Fig. 1: M1 wires
Supply wires on this layer in gray.
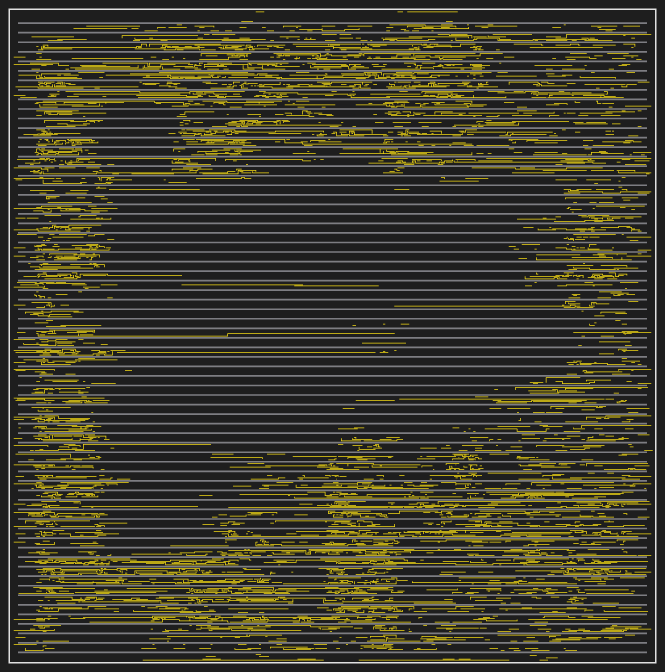
Fig. 2: placement view
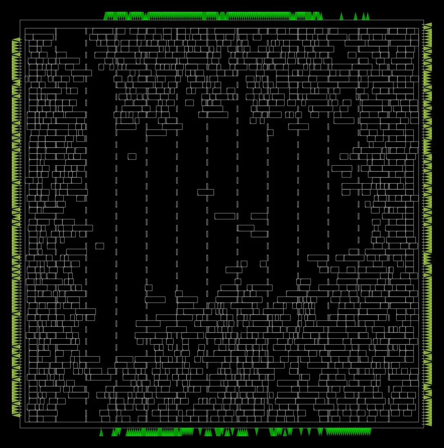
Fig. 3: wiring by layer
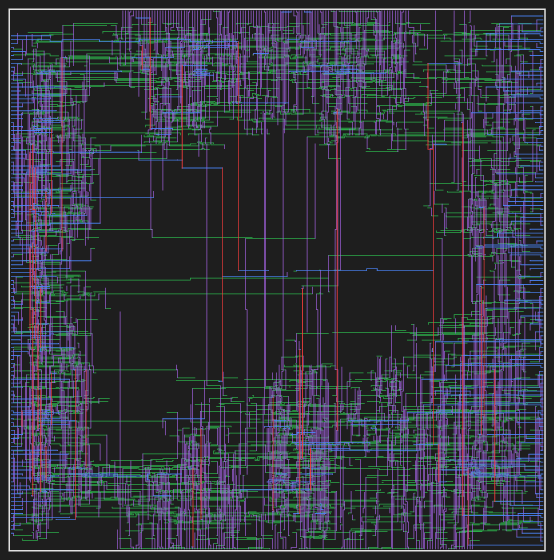
Fig. 4: placed cells, one color a class
Bar = 50 µm. Fill, decap, tap and diode cells in gray.
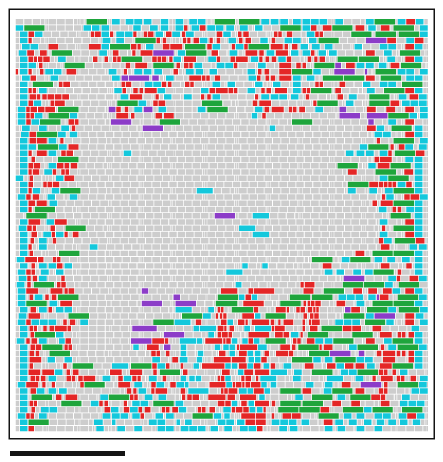
Fig. 5: wiring heat map
The die is cut into 37 by 37 equal tiles; black is low, pale yellow is high, scaled to the fullest tile. Values are wire area over tile area, all layers added.
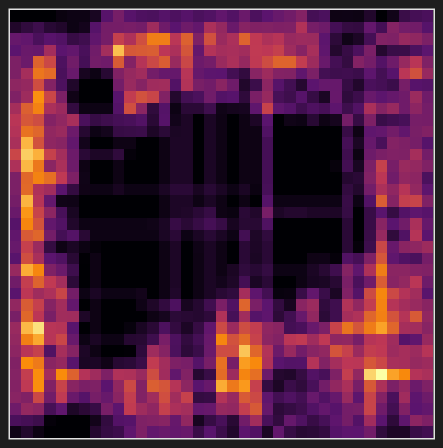
==> config.mk <==
export PLATFORM = sky130hd
export DESIGN_NAME = foo_arbiter_flat
export DESIGN_NICKNAME = d
export VERILOG_FILES = /design/src/rtl/foo_arbiter_if.sv /design/src/rtl/foo_arbiter.sv /design/src/flat_wrapper.sv
export SDC_FILE = /design/constraint.sdc
export NUM_CORES = 1
export LEC_CHECK = 0
export CAP_MARGIN = 20
export CORE_AREA = 2 2 182 184
export CTS_CLUSTER_SIZE = 40
export DETAILED_ROUTE_END_ITERATION = 8
export DIE_AREA = 0 0 184 186
export PLACE_DENSITY = 0.68
export SKIP_LAST_GASP = 1
export SYNTH_ARGS = -nofsm -noshare
export SYNTH_HDL_FRONTEND = slang
export SYNTH_SLANG_ARGS = --single-unit
==> constraint.sdc <==
create_clock -name clk -period 3.4 [get_ports clk]
set_clock_uncertainty 0.1 [all_clocks]
set_input_delay 0.51 -clock clk [delete_from_list [all_inputs] [get_ports clk]]
set_output_delay 0.51 -clock clk [all_outputs]
set_load 0.005 [all_outputs]
==> src/rtl/foo_arbiter_if.sv <==
// Bundle of requester, datapath and response signals for foo_arbiter.
// The arbiter connects through the slave modport; the surrounding
// environment (requesters, foo datapath, response consumer) uses master.
interface foo_arbiter_if #(
    parameter int NUM_REQ = 4
);
    logic [NUM_REQ-1:0]    req_valid;
    logic [NUM_REQ*64-1:0] req_a;
    logic [NUM_REQ-1:0]    req_ready;
    logic [63:0]           foo_a;
    logic [63:0]           foo_x;
    logic                  rsp_valid;
    logic                  rsp_ready;
    logic [63:0]           rsp_x;
    logic [2:0]            rsp_id;
    logic                  busy;

    modport master (
        output req_valid,
        output req_a,
        output foo_x,
        output rsp_ready,
        input  req_ready,
        input  foo_a,
        input  rsp_valid,
        input  rsp_x,
        input  rsp_id,
        input  busy
    );

    modport slave (
        input  req_valid,
        input  req_a,
        input  foo_x,
        input  rsp_ready,
        output req_ready,
        output foo_a,
        output rsp_valid,
        output rsp_x,
        output rsp_id,
        output busy
    );
endinterface

==> src/rtl/foo_arbiter.sv <==
// foo_arbiter: round-robin arbiter sharing one foo datapath among NUM_REQ
// requesters, one transaction in flight at a time.
// Flow: IDLE (grant + latch operand) -> ISSUE -> WAIT (FOO_LAT cycles)
//       -> RESP (hold until consumer takes it) -> IDLE.
// Optional watchdog: define FOO_ARBITER_WDOG_EN to add the wdog_err port and
// the TIMEOUT_CYC parameter; a transaction stuck in WAIT/RESP that long is
// abandoned and the stalled requester loses its turn.
module foo_arbiter #(
    parameter int NUM_REQ     = 4,
    parameter int FOO_LAT     = 2
`ifdef FOO_ARBITER_WDOG_EN
    ,
    parameter int TIMEOUT_CYC = 64
`endif
) (
    input  logic         clk,
    input  logic         rst_n,
    foo_arbiter_if.slave bus
`ifdef FOO_ARBITER_WDOG_EN
    ,
    output logic         wdog_err
`endif
);

    typedef enum logic [1:0] {
        IDLE  = 2'd0,
        ISSUE = 2'd1,
        WAIT  = 2'd2,
        RESP  = 2'd3
    } state_t;

    state_t             state_q, state_d;
    logic [2:0]         lastGrant_q, lastGrant_d;
    logic [3:0]         latCnt_q, latCnt_d;
    logic [63:0]        fooA_q, fooA_d;
    logic [63:0]        rspX_q, rspX_d;
    logic [2:0]         rspId_q, rspId_d;
    logic               rspValid_q, rspValid_d;

    logic [NUM_REQ-1:0] grant;
    logic [NUM_REQ-1:0] candMask;
    logic [2:0]         candIdx;
    logic [2:0]         winnerIdx;
    logic [63:0]        winnerA;
    logic               anyValid;
    logic               accept;

`ifdef FOO_ARBITER_WDOG_EN
    localparam int WDOG_W = $clog2(TIMEOUT_CYC + 1);

    logic [WDOG_W-1:0]  wdogCnt_q, wdogCnt_d;
    logic               wdogErr_q, wdogErr_d;
`endif

    function automatic logic [2:0] rrIndex(input logic [2:0] base, input int offset);
        int sum;
        sum = (int'(base) + offset) % NUM_REQ;
        return 3'(sum);
    endfunction

    // Round-robin search starting one past the last winner; also picks the winner's operand.
    always_comb begin
        grant     = '0;
        candMask  = '0;
        candIdx   = '0;
        winnerIdx = '0;
        winnerA   = '0;
        anyValid  = 1'b0;
        for (int k = 1; k <= NUM_REQ; k++) begin
            candIdx  = rrIndex(lastGrant_q, k);
            candMask = NUM_REQ'(1) << candIdx;
            if (!anyValid && ((bus.req_valid & candMask) != '0)) begin
                anyValid  = 1'b1;
                winnerIdx = candIdx;
                grant     = candMask;
            end
        end
        for (int i = 0; i < NUM_REQ; i++) begin
            if (grant[i]) begin
                winnerA = bus.req_a[64*i +: 64];
            end
        end
    end

    // Grants are only offered in IDLE and never while reset is held.
    assign accept        = (state_q == IDLE) && anyValid && rst_n;
    assign bus.req_ready = accept ? grant : '0;

    // Next-state and datapath register updates for the transaction FSM.
    always_comb begin
        state_d     = state_q;
        lastGrant_d = lastGrant_q;
        latCnt_d    = latCnt_q;
        fooA_d      = fooA_q;
        rspX_d      = rspX_q;
        rspId_d     = rspId_q;
        rspValid_d  = rspValid_q;
`ifdef FOO_ARBITER_WDOG_EN
        wdogCnt_d   = '0;
        wdogErr_d   = 1'b0;
`endif
        case (state_q)
            IDLE: begin
                if (accept) begin
                    fooA_d      = winnerA;
                    rspId_d     = winnerIdx;
                    lastGrant_d = winnerIdx;
                    state_d     = ISSUE;
                end
            end
            ISSUE: begin
                latCnt_d = 4'(FOO_LAT - 1);
                state_d  = WAIT;
            end
            WAIT: begin
                if (latCnt_q == 4'd0) begin
                    rspX_d     = bus.foo_x;
                    rspValid_d = 1'b1;
                    state_d    = RESP;
                end else begin
                    latCnt_d = latCnt_q - 4'd1;
                end
            end
            RESP: begin
                if (bus.rsp_ready) begin
                    rspValid_d = 1'b0;
                    state_d    = IDLE;
                end
            end
            default: begin
                state_d = IDLE;
            end
        endcase
`ifdef FOO_ARBITER_WDOG_EN
        if ((state_q == WAIT) || (state_q == RESP)) begin
            if ((wdogCnt_q == WDOG_W'(TIMEOUT_CYC - 1)) &&
                !((state_q == RESP) && bus.rsp_ready)) begin
                state_d     = IDLE;
                rspValid_d  = 1'b0;
                wdogErr_d   = 1'b1;
                lastGrant_d = rspId_q;
            end else begin
                wdogCnt_d = wdogCnt_q + WDOG_W'(1);
            end
        end
`endif
    end

    // State and datapath registers; reset abandons any transaction in flight.
    always_ff @(posedge clk or negedge rst_n) begin
        if (!rst_n) begin
            state_q     <= IDLE;
            lastGrant_q <= 3'(NUM_REQ - 1);
            latCnt_q    <= '0;
            fooA_q      <= '0;
            rspX_q      <= '0;
            rspId_q     <= '0;
            rspValid_q  <= 1'b0;
        end else begin
            state_q     <= state_d;
            lastGrant_q <= lastGrant_d;
            latCnt_q    <= latCnt_d;
            fooA_q      <= fooA_d;
            rspX_q      <= rspX_d;
            rspId_q     <= rspId_d;
            rspValid_q  <= rspValid_d;
        end
    end

`ifdef FOO_ARBITER_WDOG_EN
    // Watchdog counter and one-cycle error pulse.
    always_ff @(posedge clk or negedge rst_n) begin
        if (!rst_n) begin
            wdogCnt_q <= '0;
            wdogErr_q <= 1'b0;
        end else begin
            wdogCnt_q <= wdogCnt_d;
            wdogErr_q <= wdogErr_d;
        end
    end

    assign wdog_err = wdogErr_q;
`endif

    assign bus.foo_a     = fooA_q;
    assign bus.rsp_x     = rspX_q;
    assign bus.rsp_id    = rspId_q;
    assign bus.rsp_valid = rspValid_q;
    assign bus.busy      = (state_q != IDLE);

endmodule

==> src/flat_wrapper.sv <==
// flat-port wrapper written by rule: the top's interface ports become plain ports
module foo_arbiter_flat 
#(
    parameter int NUM_REQ     = 4,
    parameter int FOO_LAT     = 2

)
  (clk, rst_n, bus_req_valid, bus_req_a, bus_foo_x, bus_rsp_ready, bus_req_ready, bus_foo_a, bus_rsp_valid, bus_rsp_x, bus_rsp_id, bus_busy);
  foo_arbiter_if #(.NUM_REQ(NUM_REQ)) bus_i ();
  input  logic clk;
  input  logic rst_n;
  input wire logic [$bits(bus_i.req_valid)-1:0] bus_req_valid;
  input wire logic [$bits(bus_i.req_a)-1:0] bus_req_a;
  input wire logic [$bits(bus_i.foo_x)-1:0] bus_foo_x;
  input wire logic [$bits(bus_i.rsp_ready)-1:0] bus_rsp_ready;
  output wire logic [$bits(bus_i.req_ready)-1:0] bus_req_ready;
  output wire logic [$bits(bus_i.foo_a)-1:0] bus_foo_a;
  output wire logic [$bits(bus_i.rsp_valid)-1:0] bus_rsp_valid;
  output wire logic [$bits(bus_i.rsp_x)-1:0] bus_rsp_x;
  output wire logic [$bits(bus_i.rsp_id)-1:0] bus_rsp_id;
  output wire logic [$bits(bus_i.busy)-1:0] bus_busy;
  assign bus_i.req_valid = bus_req_valid;
  assign bus_i.req_a = bus_req_a;
  assign bus_i.foo_x = bus_foo_x;
  assign bus_i.rsp_ready = bus_rsp_ready;
  assign bus_req_ready = bus_i.req_ready;
  assign bus_foo_a = bus_i.foo_a;
  assign bus_rsp_valid = bus_i.rsp_valid;
  assign bus_rsp_x = bus_i.rsp_x;
  assign bus_rsp_id = bus_i.rsp_id;
  assign bus_busy = bus_i.busy;
  foo_arbiter #(.NUM_REQ(NUM_REQ), .FOO_LAT(FOO_LAT)) u_core (.clk(clk), .rst_n(rst_n), .bus(bus_i));
endmodule
==> CHANGELOG.md <==
## Flow update

- Outcome: finished, final reports clean
- Area-dominant class: buffers
- Num CTS Buffers: 17
- Post-synth seq share: 41.4%
- Top cells by area: dfrtp_1, a221oi_2, mux2_2, o21ai_1, a22oi_1
- Port Buf Inserts: 462
- Clock Sinks: 139
- Mean number of vias per cell: 5.39
- Pre-antenna DRT Iters: 5
- Final Cycle Share: 98.3%
- Max-cap violations: 0
- Signal buffers: 530
- Largest net degree at the start of global routing: 140
- Flops after synth: 139
- Global Route met3 Usage: 6.38%
- Final instance area: 0.0144 mm²
- Min cycle time layout: 3.34 ns
- Switching pwr: 6.46 mW
- Top post-synthesis cells by count: dfrtp_1, o21ai_1, o21ai_0
- Routed Antenna Nets: 0
- Leak pwr: 5.42 nW
- Total Routed Length: 38,700 µm
- Area added between synthesis and finish: 71.4%
- R2R Path End: u_core.bus.foo_a[14]
- # Cells Yosys: 796
- Cells after Synth: 796
- Area fraction in and, or, nand and nor cells after synthesis: 2.55%
- Setup Buffers After CTS: 14
- Die Span Y: 186 µm
- CTS HTree Levels: 4
- CP startpoint kind: flop
- Seq. pwr: 2.97 mW
- Top Consumer: combinational cells
- Syn Std Cell Area: 0.00840 mm²
- FF-to-FF setup slack: 0.10 ns
- Clock share of power: 12.8%
- Met1 WL: 14,400 µm
- Detailed Route Iter0 Violations: 526
- Finished Layout Cells: 1,673
- Sw Ratio: 44.4%
- AO/OA Area Share: 38.6%
- Die area: 0.0342 mm²
- Clk slew on worst S/H paths: 0.07 ns
- CP arrival: 2.73 ns
## Picture notes: Fig. 1
share of all routed wire = 37%
nets with wire on the layer = 1,369

## Picture notes: Fig. 2
sequential cell area share: 24.2%
final core occ: 44.7%
Row Count: 66
fill count: 2,991

## Picture notes: Fig. 3
M4 -> red  # wire length 1,590 µm
M3 -> blue  # wire length 3,340 µm
M1 -> green  # wire length 14,400 µm
M2 -> purple  # wire length 19,400 µm
Global Route Usage Sum: 21.9%
Routed wire per std cell: 23.1 µm

## Picture notes: Fig. 4
remaining buffers and delay cells -> cyan  # cells 530, share of their area 38%
clock drivers and dummy loads -> purple  # cells 32, share of their area 4.1%
remaining logic cells -> red  # cells 561, share of their area 33%
registers -> green  # cells 139, share of their area 25%

## Picture notes: Fig. 5
tiles over half the peak = 12%
nearly empty tiles = 13%
densest ninth of the die = bottom right

Power and IR drop assume default switching activity.
